### src/rtl/num_conv_pkg.sv
// Shared types, constants and helpers for the character/binary converter.
package num_conv_pkg;

    localparam int unsigned CODE_W         = 6;
    localparam int unsigned NCHAR_DEF      = 10;
    localparam int unsigned WORD_W_DEF     = 30;
    localparam int unsigned DIGIT_BASE_DEF = 30;

    typedef enum logic [1:0] {
        IDLE     = 2'd0,
        NUM_RUN  = 2'd1,
        CHAR_RUN = 2'd2,
        FINISH   = 2'd3
    } state_e;

    localparam logic MODE_NUM  = 1'b0;
    localparam logic MODE_CHAR = 1'b1;

    function automatic int unsigned max_u(input int unsigned a, input int unsigned b);
        return (a > b) ? a : b;
    endfunction

    // Step counter width large enough for either conversion length.
    function automatic int unsigned cnt_w(input int unsigned n, input int unsigned w);
        return $clog2(max_u(n, w) + 1);
    endfunction

    localparam int unsigned CNT_W = cnt_w(NCHAR_DEF, WORD_W_DEF);

    function automatic logic [3:0] mod10(input logic [CODE_W-1:0] code);
        return 4'(code % CODE_W'(10));
    endfunction

endpackage

### src/rtl/num_char_conv_bcd_add3.sv
// One double-dabble correction cell: a BCD digit gets +3 when it is 5 or more.
// Only built when NUM_CHAR_CONV_CHAR_EN is defined.
`ifdef NUM_CHAR_CONV_CHAR_EN
module bcd_add3 (
    input  logic [3:0] digit_i,
    output logic [3:0] digit_c
);

    assign digit_c = (digit_i >= 4'd5) ? digit_i + 4'd3 : digit_i;

endmodule
`endif

### src/rtl/num_char_conv.sv
// Multi-cycle converter between character-coded decimal fields and binary words.
// Define NUM_CHAR_CONV_CHAR_EN to build CHAR mode (binary -> characters).
module num_char_conv
    import num_conv_pkg::*;
#(
    parameter int unsigned NCHAR      = NCHAR_DEF,
    parameter int unsigned BYTE_W     = CODE_W,
    parameter int unsigned WORD_W     = WORD_W_DEF,
    parameter int unsigned DIGIT_BASE = DIGIT_BASE_DEF
) (
    input  logic                    clk,
    input  logic                    rst_n,
    input  logic                    start,
    input  logic                    mode,
    input  logic [NCHAR*BYTE_W-1:0] chars_in,
    input  logic [WORD_W-1:0]       bin_in,
    output logic                    busy,
    output logic                    done,
    output logic [WORD_W-1:0]       bin_out,
    output logic [NCHAR*BYTE_W-1:0] chars_out,
    output logic                    ovf
);

    localparam int unsigned STEP_W  = cnt_w(NCHAR, WORD_W);
    localparam int unsigned FIELD_W = NCHAR * BYTE_W;
    localparam int unsigned PROD_W  = WORD_W + 4;

    state_e              state_q, state_d;
    logic [STEP_W-1:0]   cnt_q, cnt_d;
    logic [FIELD_W-1:0]  src_q, src_d;
    logic [WORD_W-1:0]   acc_q, acc_d;
    logic                ovf_acc_q, ovf_acc_d;
    logic                busy_q, busy_d;
    logic                done_q, done_d;
    logic                ovf_q, ovf_d;
    logic [WORD_W-1:0]   bin_out_q, bin_out_d;
    logic [PROD_W-1:0]   prod;
    logic                num_last;

    // One NUM step: acc*10 + (code mod 10), kept wide to observe the carry-out.
    assign prod = PROD_W'(acc_q) * PROD_W'(10)
                + PROD_W'(mod10(CODE_W'(src_q[FIELD_W-1 -: BYTE_W])));
    assign num_last = (cnt_q == STEP_W'(NCHAR - 1));

    assign busy    = busy_q;
    assign done    = done_q;
    assign ovf     = ovf_q;
    assign bin_out = bin_out_q;

`ifdef NUM_CHAR_CONV_CHAR_EN
    logic                mode_q, mode_d;
    logic [WORD_W-1:0]   bin_sh_q, bin_sh_d;
    logic [NCHAR*4-1:0]  bcd_q, bcd_d, bcd_adj;
    logic [FIELD_W-1:0]  chars_out_q, chars_out_d, chars_fmt;
    logic                char_last;

    for (genvar g = 0; g < NCHAR; g++) begin : g_add3
        bcd_add3 u_add3 (
            .digit_i (bcd_q[g*4 +: 4]),
            .digit_c (bcd_adj[g*4 +: 4])
        );
    end

    assign char_last = (cnt_q == STEP_W'(WORD_W - 1));
    assign chars_out = chars_out_q;

    always_comb begin
        chars_fmt = '0;
        for (int i = 0; i < NCHAR; i++) begin
            chars_fmt[i*BYTE_W +: BYTE_W] = BYTE_W'(DIGIT_BASE) + BYTE_W'(bcd_q[i*4 +: 4]);
        end
    end

    always_ff @(posedge clk or negedge rst_n) begin
        if (!rst_n) begin
            mode_q      <= MODE_NUM;
            bin_sh_q    <= '0;
            bcd_q       <= '0;
            chars_out_q <= '0;
        end else begin
            mode_q      <= mode_d;
            bin_sh_q    <= bin_sh_d;
            bcd_q       <= bcd_d;
            chars_out_q <= chars_out_d;
        end
    end
`else
    logic unused_char_inputs;
    assign unused_char_inputs = ^{mode, bin_in};
    assign chars_out = '0;
`endif

    always_ff @(posedge clk or negedge rst_n) begin
        if (!rst_n) begin
            state_q   <= IDLE;
            cnt_q     <= '0;
            src_q     <= '0;
            acc_q     <= '0;
            ovf_acc_q <= 1'b0;
            busy_q    <= 1'b0;
            done_q    <= 1'b0;
            ovf_q     <= 1'b0;
            bin_out_q <= '0;
        end else begin
            state_q   <= state_d;
            cnt_q     <= cnt_d;
            src_q     <= src_d;
            acc_q     <= acc_d;
            ovf_acc_q <= ovf_acc_d;
            busy_q    <= busy_d;
            done_q    <= done_d;
            ovf_q     <= ovf_d;
            bin_out_q <= bin_out_d;
        end
    end

    always_comb begin
        state_d   = state_q;
        cnt_d     = cnt_q;
        src_d     = src_q;
        acc_d     = acc_q;
        ovf_acc_d = ovf_acc_q;
        busy_d    = busy_q;
        done_d    = 1'b0;
        ovf_d     = ovf_q;
        bin_out_d = bin_out_q;
`ifdef NUM_CHAR_CONV_CHAR_EN
        mode_d      = mode_q;
        bin_sh_d    = bin_sh_q;
        bcd_d       = bcd_q;
        chars_out_d = chars_out_q;
`endif

        case (state_q)
            IDLE: begin
                if (start) begin
                    cnt_d     = '0;
                    src_d     = chars_in;
                    acc_d     = '0;
                    ovf_acc_d = 1'b0;
                    ovf_d     = 1'b0;
                    busy_d    = 1'b1;
`ifdef NUM_CHAR_CONV_CHAR_EN
                    mode_d   = mode;
                    bin_sh_d = bin_in;
                    bcd_d    = '0;
                    state_d  = (mode == MODE_CHAR) ? CHAR_RUN : NUM_RUN;
`else
                    state_d  = NUM_RUN;
`endif
                end
            end
            NUM_RUN: begin
                acc_d     = prod[WORD_W-1:0];
                ovf_acc_d = ovf_acc_q | (|prod[PROD_W-1:WORD_W]);
                src_d     = src_q << BYTE_W;
                cnt_d     = cnt_q + STEP_W'(1);
                if (num_last) state_d = FINISH;
            end
`ifdef NUM_CHAR_CONV_CHAR_EN
            // Correct every digit, then shift the next binary bit in; the top bit falls out.
            CHAR_RUN: begin
                bcd_d     = {bcd_adj[NCHAR*4-2:0], bin_sh_q[WORD_W-1]};
                ovf_acc_d = ovf_acc_q | bcd_adj[NCHAR*4-1];
                bin_sh_d  = bin_sh_q << 1;
                cnt_d     = cnt_q + STEP_W'(1);
                if (char_last) state_d = FINISH;
            end
`endif
            FINISH: begin
                done_d  = 1'b1;
                busy_d  = 1'b0;
                ovf_d   = ovf_acc_q;
                state_d = IDLE;
`ifdef NUM_CHAR_CONV_CHAR_EN
                if (mode_q == MODE_CHAR) chars_out_d = chars_fmt;
                else                     bin_out_d   = acc_q;
`else
                bin_out_d = acc_q;
`endif
            end
            default: state_d = IDLE;
        endcase
    end

endmodule
### config.mk
export PLATFORM = sky130hd
export DESIGN_NAME = num_char_conv
export DESIGN_NICKNAME = d
export VERILOG_FILES = /design/src/rtl/num_conv_pkg.sv /design/src/rtl/num_char_conv_bcd_add3.sv /design/src/rtl/num_char_conv.sv
export SDC_FILE = /design/constraint.sdc
export NUM_CORES = 1
export LEC_CHECK = 0
export ABC_AREA = 1
export CORE_MARGIN = 2
export CORE_UTILIZATION = 48
export CTS_BUF_LIST = sky130_fd_sc_hd__clkbuf_8
export CTS_CLUSTER_DIAMETER = 120
export DETAILED_ROUTE_END_ITERATION = 6
export PLACE_DENSITY = 0.75
export SLEW_MARGIN = 20
export SYNTH_ARGS = -nofsm -noshare
export SYNTH_HDL_FRONTEND = slang
export SYNTH_SLANG_ARGS = --single-unit
export TNS_END_PERCENT = 100
### constraint.sdc
create_clock -name clk -period 4.4 [get_ports clk]
set_clock_uncertainty 0.15 [all_clocks]
set_input_delay 0.88 -clock clk [delete_from_list [all_inputs] [get_ports clk]]
set_output_delay 0.88 -clock clk [all_outputs]
set_load 0.05 [all_outputs]
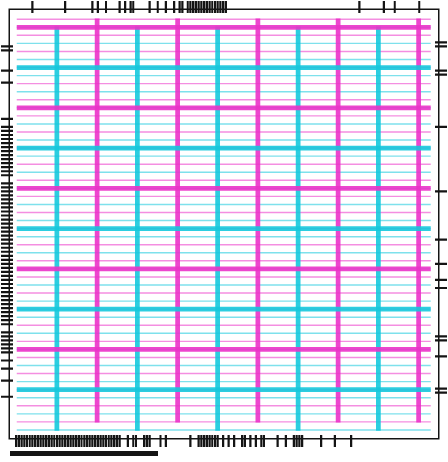
*Floorplan with the power grid*
The bar under the picture is 50 um long. Pins as bars on the die edge.
legend:
  VSS:
    color: cyan
  VDD:
    color: magenta
met1 rails: 52
met4 straps: 10
met5 straps: 10
signal pins: 187
rows: 51
die height: 145 um

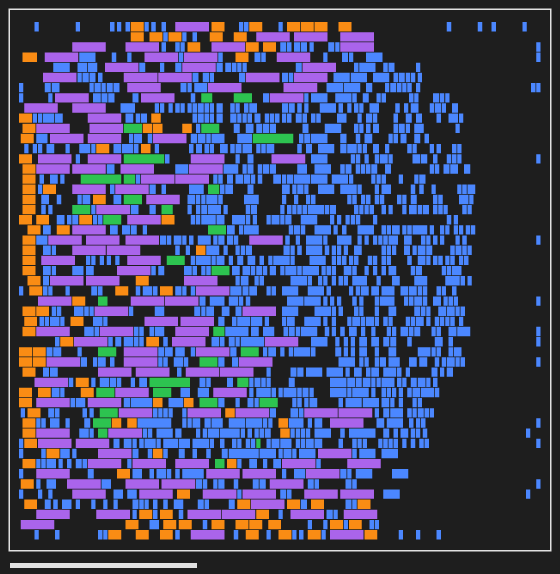
*Cell classes on the final placement*
The bar under the picture is 50 um long.
legend:
  flops:
    color: purple
    cells: 131
  combinational and other logic:
    color: blue
    cells: 1145
  other buffers and delay cells:
    color: orange
    cells: 110
  clock drivers and dummy loads:
    color: green
    cells: 32
utilization after layout: 57.1%
Core Region: 0.0194 mm2
area of all placed cells without fillers: 0.0111 mm2
fraction of standard cell area that is sequential: 29.6%
Rows: 51

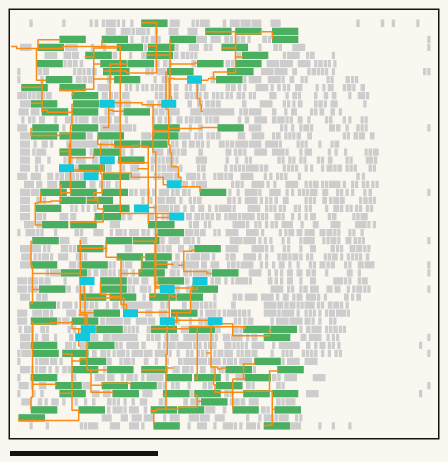
*Clock network drawn from the DEF*
The bar under the picture is 50 um long.
legend:
  flip-flops:
    color: green
    count: 131
  clock drivers:
    color: cyan
    count: 17
  clock wires:
    color: orange
    length: 1690 um
routed clock nets: 18
Clk Latency, worst-skew pair: 0.44 ns

==> results.txt <==
Physical implementation

The sequential fraction of the synthesis area is about 35%. The chip occupies around 0.021 mm2. The number of nets in the final layout is 1564.

For this block, the routed nets add up to 23000 um of wire. The critical path's most frequent cell is nand2_1. The global-route wire length before repair is 37700 um. The longest incremental delay of any stage on the critical path is reported as 0.44 ns. The antenna diode count is 0. The share of cell area taken by muxes after synthesis is less than 1%.

Before placement the cells fill approximately 50% of the core. STA puts the critical path data required time at 4.58 ns. The topmost layer with routed signal wires is met4. After layout, the minimum clock period comes to between 4 and 5 ns. The filler cell count is roughly 1800. The clock H-tree reported by CTS has 4 levels. Averaged over all synthesized cells, the footprint is 7.24 um2. The total tool warning count is around 60. The count of clock buffers in the final design is 18. The pin slew with the least headroom to its limit is ~0.95 ns. The category of the critical setup timing path is flop to flop.

The last timing report of the flow puts the setup violation total at 0. The post-route worst setup slack is between 0.15 and 0.2 ns. Setup repair after global routing could not meet its margin everywhere. The min-delay analysis places its worst path in the category flop to flop.

The worst hold margin is ~0.32 ns. The mapped netlist covers ~0.0095 mm2. Timing would allow up to between 200 and 250 MHz.

The flow ran to the end, and the final reports show no timing, DRC or antenna violations. The number of global-route vias before repair is 7958.

For this design, Yosys synthesis ends with a cell count of between 1000 and 1500. The pin count of the biggest net entering global routing is roughly 86. The combinational share of cell area is between 40% and 50%.
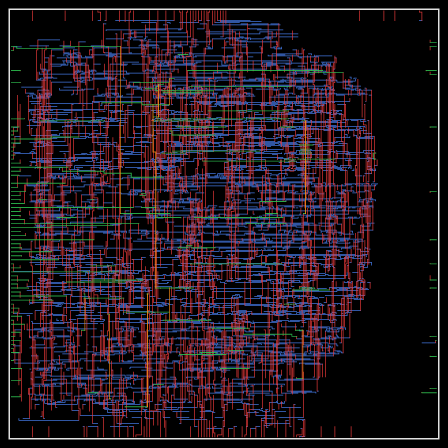
*Metal layers overlaid*
legend:
  metal 4:
    color: orange
    wire_length: 275 um
  metal 2:
    color: red
    wire_length: 10700 um
  metal 3:
    color: green
    wire_length: 1330 um
  metal 1:
    color: blue
    wire_length: 10700 um
count of vias placed by the detailed router: 8483
aggregate global-route resource usage: 22.8%

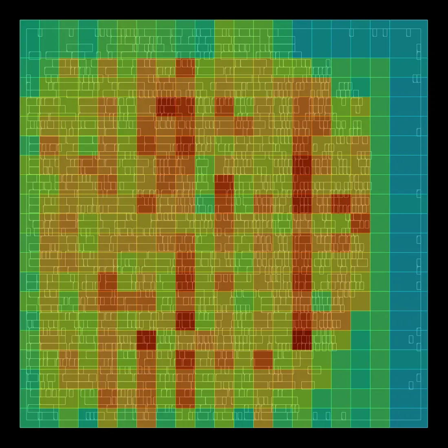
*Track usage over the die*
met3 Resource Use GR: 4.17%
global-route layer with the greatest usage: met2

==> synthesized netlist by cell type, types with 2 or more instances <==
cell type	number	area share, %
o22ai_1	38	2.5
a21oi_1	33	1.7
o211ai_1	14	1.1
clkbuf_1	27	1.1
xor2_1	5	0.46
buf_4	60	4.7
dfrtp_1	131	35
o21ai_1	8	0.42
inv_2	28	1.1
nand4_1	12	0.79
ha_1	63	8.3
nand2_2	41	2.7
inv_1	162	6.4
a21o_1	2	0.16
nor2_2	15	0.99
o21bai_1	2	0.16
nand3_1	69	3.6
fa_1	2	0.42
nand3b_1	6	0.47
nor3_1	3	0.16
buf_1	4	0.16
nand2_4	2	0.24
a21oi_2	3	0.28
nor2_1	88	3.5
o32ai_1	2	0.18
a22oi_1	15	1.2
nor3_2	4	0.42
nand3_2	13	1.4
a22o_1	6	0.55
nor2_4	11	1.3
nand2_1	359	14
a31oi_1	3	0.20
o21ai_0	63	3.3
clkinv_1	5	0.20
==> worst paths after layout <==
check	start	endpoint	slack (ns)	depth (start not counted)
worst min register to register	cnt_q[4]$_DFFE_PN0P_	state_q[1]$_DFFE_PN0P_	0.32	1
worst max-delay path	src_q[57]$_DFFE_PN0P_	ovf_acc_q$_DFFE_PN0P_	0.16	29
min in group asynchronous	rst_n	cnt_q[0]$_DFFE_PN0P_	0.33	1
worst min-delay path	cnt_q[4]$_DFFE_PN0P_	state_q[1]$_DFFE_PN0P_	0.32	1
max in group asynchronous	rst_n	src_q[11]$_DFFE_PN0P_	2.90	2
worst max register to register	src_q[57]$_DFFE_PN0P_	ovf_acc_q$_DFFE_PN0P_	0.16	29
==> worst max-delay path: cells and delay by family (launching register included) <==
family	cells	cell delay (ns)
compound gates	4	0.49
xor+xnor	2	0.37
fa+ha+maj	3	0.83
buf+inv	3	0.18
flops	1	0.44
simple gates	17	1.65
